### Track usage over the die, run 1

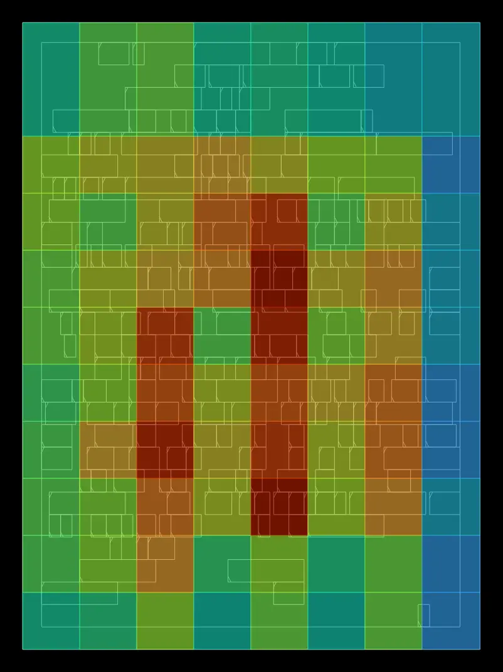
### Metal 2, run 1

(4 px per um)
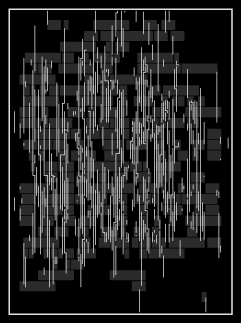
### Metal 3, run 1

(4 px per um)
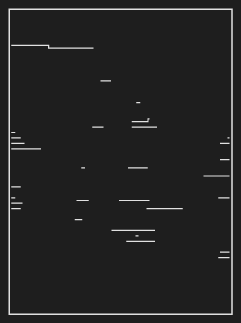
--- config.mk ---
export PLATFORM = sky130hd
export DESIGN_NAME = svtests_smoke_monitor
export DESIGN_NICKNAME = d
export VERILOG_FILES = /design/src/rtl/svtests_smoke_monitor.sv
export SDC_FILE = /design/constraint.sdc
export NUM_CORES = 1
export LEC_CHECK = 0
export ABC_AREA = 0
export CORE_ASPECT_RATIO = 1.4
export CORE_MARGIN = 2
export CORE_UTILIZATION = 45
export CTS_BUF_LIST = sky130_fd_sc_hd__clkbuf_2 sky130_fd_sc_hd__clkbuf_4 sky130_fd_sc_hd__clkbuf_8
export CTS_CLUSTER_DIAMETER = 40
export DETAILED_ROUTE_END_ITERATION = 8
export PLACE_DENSITY_LB_ADDON = 0.25
export SYNTH_ARGS = -nofsm -noshare
export SYNTH_HDL_FRONTEND = slang
export SYNTH_SLANG_ARGS = --single-unit
--- constraint.sdc ---
create_clock -name clk -period 3.9 [get_ports clk]
set_input_delay 0.78 -clock clk [delete_from_list [all_inputs] [get_ports clk]]
set_output_delay 0.78 -clock clk [all_outputs]
set_load 0.01 [all_outputs]
--- src/rtl/svtests_smoke_monitor.sv ---
// Heartbeat monitor for the upstream smoke generator: tracks a +1 counter and reports pass/fail.
// Define SVTESTS_SMOKE_MON_TIMEOUT_EN to fail a TRACK phase that stalls for too long.
module svtests_smoke_monitor #(
  parameter int unsigned EXPECT_STEPS   = 16,
  parameter int unsigned TIMEOUT_CYCLES = 64
) (
  input  logic       clk,
  input  logic       rst,
  input  logic       clear,
  input  logic [7:0] smoke_counter,
  input  logic       smoke_done,
  output logic [7:0] step_count,
  output logic       busy,
  output logic       pass,
  output logic       fail,
  output logic [2:0] err_code
);

  typedef enum logic [1:0] {
    ST_IDLE,
    ST_TRACK,
    ST_PASS,
    ST_FAIL
  } state_e;

  typedef enum logic [2:0] {
    ERR_NONE           = 3'd0,
    ERR_BAD_STEP       = 3'd1,
    ERR_EARLY_DONE     = 3'd2,
    ERR_COUNT_MISMATCH = 3'd3,
    ERR_TIMEOUT        = 3'd4
  } err_e;

  localparam logic [7:0] EXPECT_CNT = EXPECT_STEPS[7:0];

  state_e     state_q, state_d;
  err_e       err_q, err_d;
  logic [7:0] step_q, step_d;
  logic [7:0] prev_q, prev_d;
  logic       busy_q, busy_d;
  logic       pass_q, pass_d;
  logic       fail_q, fail_d;

  logic [7:0] prev_inc;
  logic [7:0] step_sat;
  logic       is_step;
  logic       is_hold;

`ifdef SVTESTS_SMOKE_MON_TIMEOUT_EN
  localparam int unsigned IW = $clog2(TIMEOUT_CYCLES + 1);
  logic [IW-1:0] idle_q, idle_d;
  logic          idle_expired;
`endif

  always_comb begin
    prev_inc = prev_q + 8'd1;
    is_step  = (smoke_counter == prev_inc);
    is_hold  = (smoke_counter == prev_q);
    step_sat = (step_q == 8'hFF) ? step_q : step_q + 8'd1;
`ifdef SVTESTS_SMOKE_MON_TIMEOUT_EN
    idle_expired = (32'(idle_q) >= TIMEOUT_CYCLES);
`endif
  end

  always_comb begin
    assert (EXPECT_STEPS != 0 && TIMEOUT_CYCLES != 0);
    state_d = state_q;
    err_d   = err_q;
    step_d  = step_q;
    prev_d  = smoke_counter;
`ifdef SVTESTS_SMOKE_MON_TIMEOUT_EN
    idle_d  = idle_q;
`endif

    unique case (state_q)
      ST_IDLE: begin
        if (smoke_done) begin
          state_d = ST_FAIL;
          err_d   = ERR_EARLY_DONE;
        end else if (smoke_counter == 8'd0) begin
          state_d = ST_TRACK;
          prev_d  = '0;
          step_d  = '0;
`ifdef SVTESTS_SMOKE_MON_TIMEOUT_EN
          idle_d  = '0;
`endif
        end else begin
          prev_d  = prev_q;
        end
      end

      ST_TRACK: begin
        if (!is_step && !is_hold) begin
          state_d = ST_FAIL;
          err_d   = ERR_BAD_STEP;
        end else begin
          if (is_step) begin
            step_d = step_sat;
          end
`ifdef SVTESTS_SMOKE_MON_TIMEOUT_EN
          if (is_step) begin
            idle_d = '0;
          end else if (!idle_expired) begin
            idle_d = idle_q + IW'(1);
          end
`endif
          // done is judged against the step count including this cycle's step
          if (smoke_done) begin
            if ((32'(step_d) == EXPECT_STEPS) && (smoke_counter == EXPECT_CNT)) begin
              state_d = ST_PASS;
            end else begin
              state_d = ST_FAIL;
              err_d   = ERR_COUNT_MISMATCH;
            end
          end
`ifdef SVTESTS_SMOKE_MON_TIMEOUT_EN
          else if (!is_step && idle_expired) begin
            state_d = ST_FAIL;
            err_d   = ERR_TIMEOUT;
          end
`endif
        end
      end

      ST_PASS, ST_FAIL: begin
        state_d = state_q;
      end

      default: begin
        state_d = ST_IDLE;
      end
    endcase

    if (clear) begin
      state_d = ST_IDLE;
      step_d  = '0;
      err_d   = ERR_NONE;
`ifdef SVTESTS_SMOKE_MON_TIMEOUT_EN
      idle_d  = '0;
`endif
    end

    busy_d = (state_d == ST_TRACK);
    pass_d = (state_d == ST_PASS);
    fail_d = (state_d == ST_FAIL);
  end

  always_ff @(posedge clk or posedge rst) begin
    if (rst) begin
      state_q <= ST_IDLE;
      err_q   <= ERR_NONE;
      step_q  <= '0;
      prev_q  <= '0;
      busy_q  <= 1'b0;
      pass_q  <= 1'b0;
      fail_q  <= 1'b0;
`ifdef SVTESTS_SMOKE_MON_TIMEOUT_EN
      idle_q  <= '0;
`endif
    end else begin
      state_q <= state_d;
      err_q   <= err_d;
      step_q  <= step_d;
      prev_q  <= prev_d;
      busy_q  <= busy_d;
      pass_q  <= pass_d;
      fail_q  <= fail_d;
`ifdef SVTESTS_SMOKE_MON_TIMEOUT_EN
      idle_q  <= idle_d;
`endif
    end
  end

  assign step_count = step_q;
  assign busy       = busy_q;
  assign pass       = pass_q;
  assign fail       = fail_q;
  assign err_code   = err_q;

endmodule

==> GITHUB_STEP_SUMMARY, run 1 <==
## Synthesis and layout report

| Metric | Value |
|---|---|
| Fmax | `around 0.29 GHz` |
| Uppermost layer routed | `met4` |
| Post-route ant nets | `0` |
| Final HPWL DP | `between 3000 and 4000 um` |
| M1 WL | `between 1500 and 2000 um` |
| And-or/or-and share of the synthesized area | `0.2308` |
| Peak VDD IR | `240.2 uV` |
| Die Wd | `around 55 um` |
| Leading cell kind | `combinational gates` |
| RR Startpoint | `prev_q[0]$_DFFE_PP0P_` |
| Skew final | `between 0.005 and 0.006 ns` |
| Tool Warnings | `26` |
| Mux cell area share | `0.006033` |
| Synth top cell by count | `dfrtp_1` |
| Flops after synth | `23` |
| Gate Count Post-Synth | `~200` |
| Root Buffer | `clkbuf_8` |
| Global-route wire length before repair | `6837 um` |
| Cell family with most CP delay | `simple AND/OR/NAND/NOR gates` |
| Inst Count DP | `262` |
| Setup crit end | `err_code[0]$_DFFE_PP0P_` |
| Slew Viols, Final | `0` |
| Crit-path slowest cell | `or4b_1` |
| Cycle use final | `0.8837` |
| Top cells excl fill/tap | `clkdlybuf4s50_1, dfrtp_1, nand2_1` |
| FF-to-FF setup slack | `between 0.8 and 0.9 ns` |
| Multi-In Gates | `between 150 and 200` |
| Leak | `around 0.79 nW` |
| Sequential cell count | `23` |
| Yosys stat chip area | `about 0.0017 mm2` |
| Initial DRT Pass Iterations | `4` |
| Async SR Flop Fraction | `1.000` |
| Result of the run | `complete, no violations` |
About 'Track usage over the die':
gr busiest metal: met2
post-layout util: 0.5605

About 'Metal 2':
The wires run mostly vertical. The layer carries 2150 um of wire. The layer holds 52% of the routed length. 199 nets have wire on it.
detailed-route via count: 1595
GR Layer Usage met2: 0.3889
DRT Wirelength: 4107 um

About 'Metal 3':
26 nets have wire on it. The wires run mostly horizontal. The longest straight run is 11.0 um. The layer carries 119 um of wire. The layer holds 2.9% of the routed length.

## run 1: worst register-to-register path, cell delays in order, from the launching register on
cell,delay (ns)
dfrtp_1,0.45
ha_1,0.33
xnor2_1,0.17
o211ai_1,0.11
a211o_1,0.37
nor4_4,0.33
buf_12,0.18
and2_1,0.26
a31oi_1,0.12
or4b_1,0.52
o211ai_1,0.11
## run 1: power breakdown
| group | switching [mW] | internal [mW] |
|---|---|---|
| clock network | 0.0821 | 0.0713 |
| logic | 0.0653 | 0.0500 |
| registers | 0.0168 | 0.252 |
| total | 0.164 | 0.374 |
## run 1: metal layers
layer | GRT usage | vias to the layer above
met5 | 0 | -
met1 | 0.2367 | 745
met3 | 0.01868 | 8
met2 | 0.3889 | 39
li1 | - | 803
met4 | 0.07046 | 0
## Run 2: what changed since run 1
--- a/config.mk
+++ b/config.mk
@@ -7,12 +7,12 @@
 export LEC_CHECK = 0
 export ABC_AREA = 0
 export CORE_ASPECT_RATIO = 1.4
-export CORE_MARGIN = 2
 export CORE_UTILIZATION = 45
 export CTS_BUF_LIST = sky130_fd_sc_hd__clkbuf_2 sky130_fd_sc_hd__clkbuf_4 sky130_fd_sc_hd__clkbuf_8
 export CTS_CLUSTER_DIAMETER = 40
 export DETAILED_ROUTE_END_ITERATION = 8
 export PLACE_DENSITY_LB_ADDON = 0.25
+export SETUP_SLACK_MARGIN = 0.02
 export SYNTH_ARGS = -nofsm -noshare
 export SYNTH_HDL_FRONTEND = slang
 export SYNTH_SLANG_ARGS = --single-unit
### Sizing map, run 2

(6 px per um)
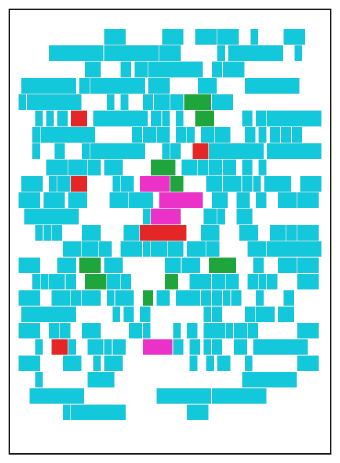
x3 and x4: marked red, cells 5, most used buf_4. x2: marked green, cells 9. x6 and larger: marked magenta, cells 4, most used clkbuf_8. x1 and smaller: marked cyan, cells 207, most used clkdlybuf4s50_1.
Final Cell Area: 0.002011 mm2
Final WS setup: 0.4614 ns

### Metal 3, run 2

(4 px per um)
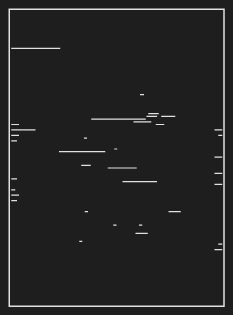
The wires run mostly horizontal. The layer carries 99.4 um of wire. The layer holds 2.4% of the routed length.

==> GITHUB_STEP_SUMMARY, run 2 <==
## Synthesis and layout report

| Metric | Value |
|---|---|
| Slew Viols, Final | `0` |
| Combinational Power | `between 0.1 and 0.15 mW` |
| Logic pwr share | `0.213` |
| Inst Count DP | `about 260` |
| Internal power | `roughly 0.37 mW` |
| Fmax | `a little under 0.3 GHz` |
| Sequential cell count | `23` |
| Synth top cell by count | `dfrtp_1` |
| Synth top area cells | `dfrtp_1, nand3_1, nand2_1, o21ai_0, xor2_1` |
| Register share of total power | `0.499` |
| Global-route wire length before repair | `a little under 7000 um` |
| Flops after synth | `23` |
| Hold Path Class | `reg2reg` |
| Root Buffer | `clkbuf_8` |
| Tool Warnings | `26` |
| Async SR Flop Fraction | `1.000` |
| Detailed-route via count | `around 1600` |
| Leading cell kind | `combinational gates` |
| Gate Count Post-Synth | `between 150 and 200` |
| Mux cell area share | `0.006033` |
| NetSw | `0.1656 mW` |
| Total Power | `0.5401 mW` |
| Setup crit end | `err_code[0]$_DFFE_PP0P_` |
| Result of the run | `complete, no violations` |
| FF-to-FF setup slack | `approximately 0.84 ns` |
| Top cells excl fill/tap | `clkdlybuf4s50_1, dfrtp_1, nand2_1` |
| Post-route ant nets | `0` |
| Switch share | `0.3067` |
| Post-layout util | `0.5844` |
| Peak VDD IR | `approximately 180 uV` |
| DRT Wirelength | `approximately 4000 um` |
| Cycle use final | `0.8817` |
| Main power group | `sequential cells` |
| RR Startpoint | `prev_q[0]$_DFFE_PP0P_` |
| Final HPWL DP | `around 3100 um` |
| Setup TNS | `0 ns` |
| Clock power frac | `0.288` |
| Skew final | `0.01133 ns` |
| Clock net power | `approximately 0.16 mW` |
| Die area | `just under 0.004 mm2` |
| Die Wd | `53.32 um` |
| Num rows | `25` |
| Initial DRT Pass Iterations | `4` |
| P_seq | `roughly 0.27 mW` |
### Track usage over the die, run 2

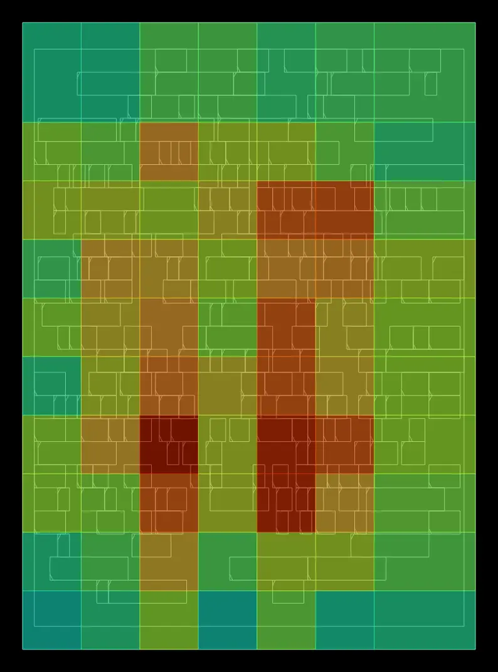
GRT Overall Usage: 0.2330
M1 GR Usage: 0.2782

## run 2: cells by family after synthesis
family / count (synthesis)
compound gates: 55
xor+xnor: 12
fa+ha+maj: 2
buf+inv: 16
flops: 23
mux: 1
other cells: 1
simple gates: 89
## run 2: worst max-delay path, stage by stage
cell and delay [ns]:
clkdlybuf4s50_1 0.45, xnor2_1 0.18, or3_1 0.32, a211o_1 0.39, or4_1 0.55, o22ai_2 0.21
o2111ai_1 0.17, or4b_1 0.49, o211ai_1 0.10
## run 2: layer usage
| metal | vias up | global-route usage | routed length, um |
|---|---|---|---|
| li1 | 795 | - | - |
| met1 | 756 | 0.2782 | 1773 |
| met2 | 44 | 0.4111 | 2119 |
| met3 | 10 | 0.01863 | 99 |
| met4 | 0 | 0.1023 | 114 |
| met5 | - | 0 | 0 |
## Run 3: what changed since run 2
--- a/config.mk
+++ b/config.mk
@@ -7,7 +7,7 @@
 export LEC_CHECK = 0
 export ABC_AREA = 0
 export CORE_ASPECT_RATIO = 1.4
-export CORE_UTILIZATION = 45
+export CORE_UTILIZATION = 56
 export CTS_BUF_LIST = sky130_fd_sc_hd__clkbuf_2 sky130_fd_sc_hd__clkbuf_4 sky130_fd_sc_hd__clkbuf_8
 export CTS_CLUSTER_DIAMETER = 40
 export DETAILED_ROUTE_END_ITERATION = 8
### Metal 3, run 3

(4 px per um)
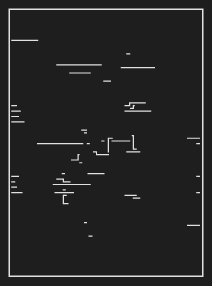
The longest straight run is 11.3 um. The wires run mostly horizontal.

### Metal 2, run 3

(4 px per um)
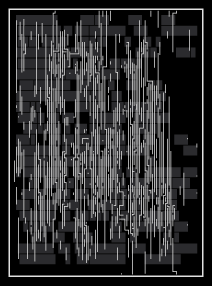
The layer carries 2400 um of wire. The longest straight run is 36.4 um. 215 nets have wire on it. The layer holds 54% of the routed length.
GR Layer Usage met2: 0.5659
DRT Wirelength: 4447 um
detailed-route via count: 1660

==> GITHUB_STEP_SUMMARY, run 3 <==
## Synthesis and layout report

| Metric | Value |
|---|---|
| Synth top cell by count | `dfrtp_1` |
| Final WS setup | `0.2126 ns` |
| Global-route wire length before repair | `7403 um` |
| Skew final | `between 0.008 and 0.009 ns` |
| Async SR Flop Fraction | `1.000` |
| Root Buffer | `clkbuf_8` |
| Initial DRT Pass Iterations | `4` |
| Die area | `roughly 0.0032 mm2` |
| Inst Count DP | `around 260` |
| Post-layout util | `0.6983` |
| Final HPWL DP | `3377 um` |
| M1 GR Usage | `0.3668` |
| Yosys stat chip area | `about 0.0017 mm2` |
| Hold Path Class | `reg2reg` |
| Total Power | `about 0.54 mW` |
| Setup crit end | `fail$_DFF_PP0_` |
| Met3 GRT Util | `0.04372` |
| Post-route ant nets | `0` |
| Worst reg2reg endpoint | `fail$_DFF_PP0_` |
| And-or/or-and share of the synthesized area | `0.2308` |
| Met2 wire length | `between 2000 and 2500 um` |
| Top cells excl fill/tap | `clkdlybuf4s50_1, dfrtp_1, nand2_1` |
| Fmax | `about 0.27 GHz` |
| FF-to-FF setup slack | `roughly 0.60 ns` |
| Normalized max-slew margin | `0.4062` |
| M1 WL | `between 1500 and 2000 um` |
| Mux cell area share | `0.006033` |
| GRT Overall Usage | `0.3269` |
| Crit-path slowest cell | `nor4_4` |
| Post-CTS Setup Bufs | `0` |
| Result of the run | `complete, no violations` |
| Critical path depth | `9` |
| Synth top area cells | `dfrtp_1, nand3_1, nand2_1, o21ai_0, xor2_1` |
| Leak | `~0.8 nW` |
| Final Cell Area | `between 0.0015 and 0.002 mm2` |
| Critical path's largest stage delay | `0.61 ns` |
| Setup TNS | `0 ns` |
| Worst Path Buf+Inv | `1` |
| Gr busiest metal | `met2` |
| RR Startpoint | `prev_q[0]$_DFFE_PP0P_` |
| Slew Viols, Final | `0` |
| Ant diodes | `0` |
| Cycle use final | `0.9455` |
| Met3 routed WL | `roughly 140 um` |
| Gate Count Post-Synth | `199` |
| Flops after synth | `23` |
### Selected gate families, run 3

(8 px per um)
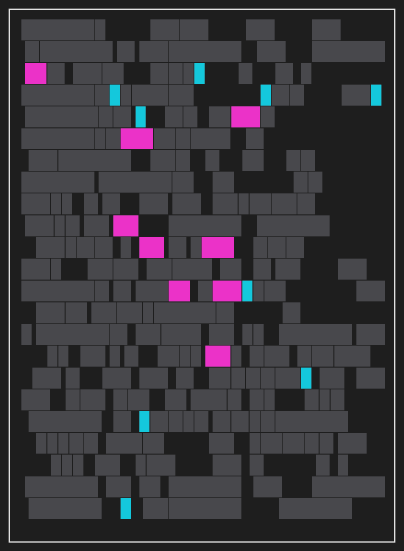
inv cells: marked cyan, cells 9, most used inv_1. non-inverting ao/oa cells: marked magenta, cells 9, most used o21a_1.
Comb/total area: 0.5101
highest-count logic cell in the final layout: clkdlybuf4s50_1
non-filler instance count after layout: 261

run 3: where the power goes:
part | total (mW) | switching (mW) | internal [mW]
registers | 0.269 | 0.0171 | 0.252
clock network | 0.158 | 0.0780 | 0.0800
logic | 0.117 | 0.0674 | 0.0498
total | 0.544 | 0.162 | 0.382
run 3: area by class of cell:
cell class              instances  area share
well taps                      37     0.02327
inverters                       9     0.01698
repair buffers                 28      0.1358
clock buffers                   4     0.02453
multi-input cells             160      0.5101
flip-flops and latches         23      0.2893
run 3: worst register-to-register path: stages (launching register included):
cell      delay, ns
dfrtp_1        0.45
ha_1           0.33
xnor2_1        0.17
o211ai_1       0.13
a211o_1        0.39
nor4_4         0.62
nor2_2         0.16
or3_1          0.39
nor4_2         0.43
nor3_1         0.10
Power is estimated from default activity; no workload was simulated.
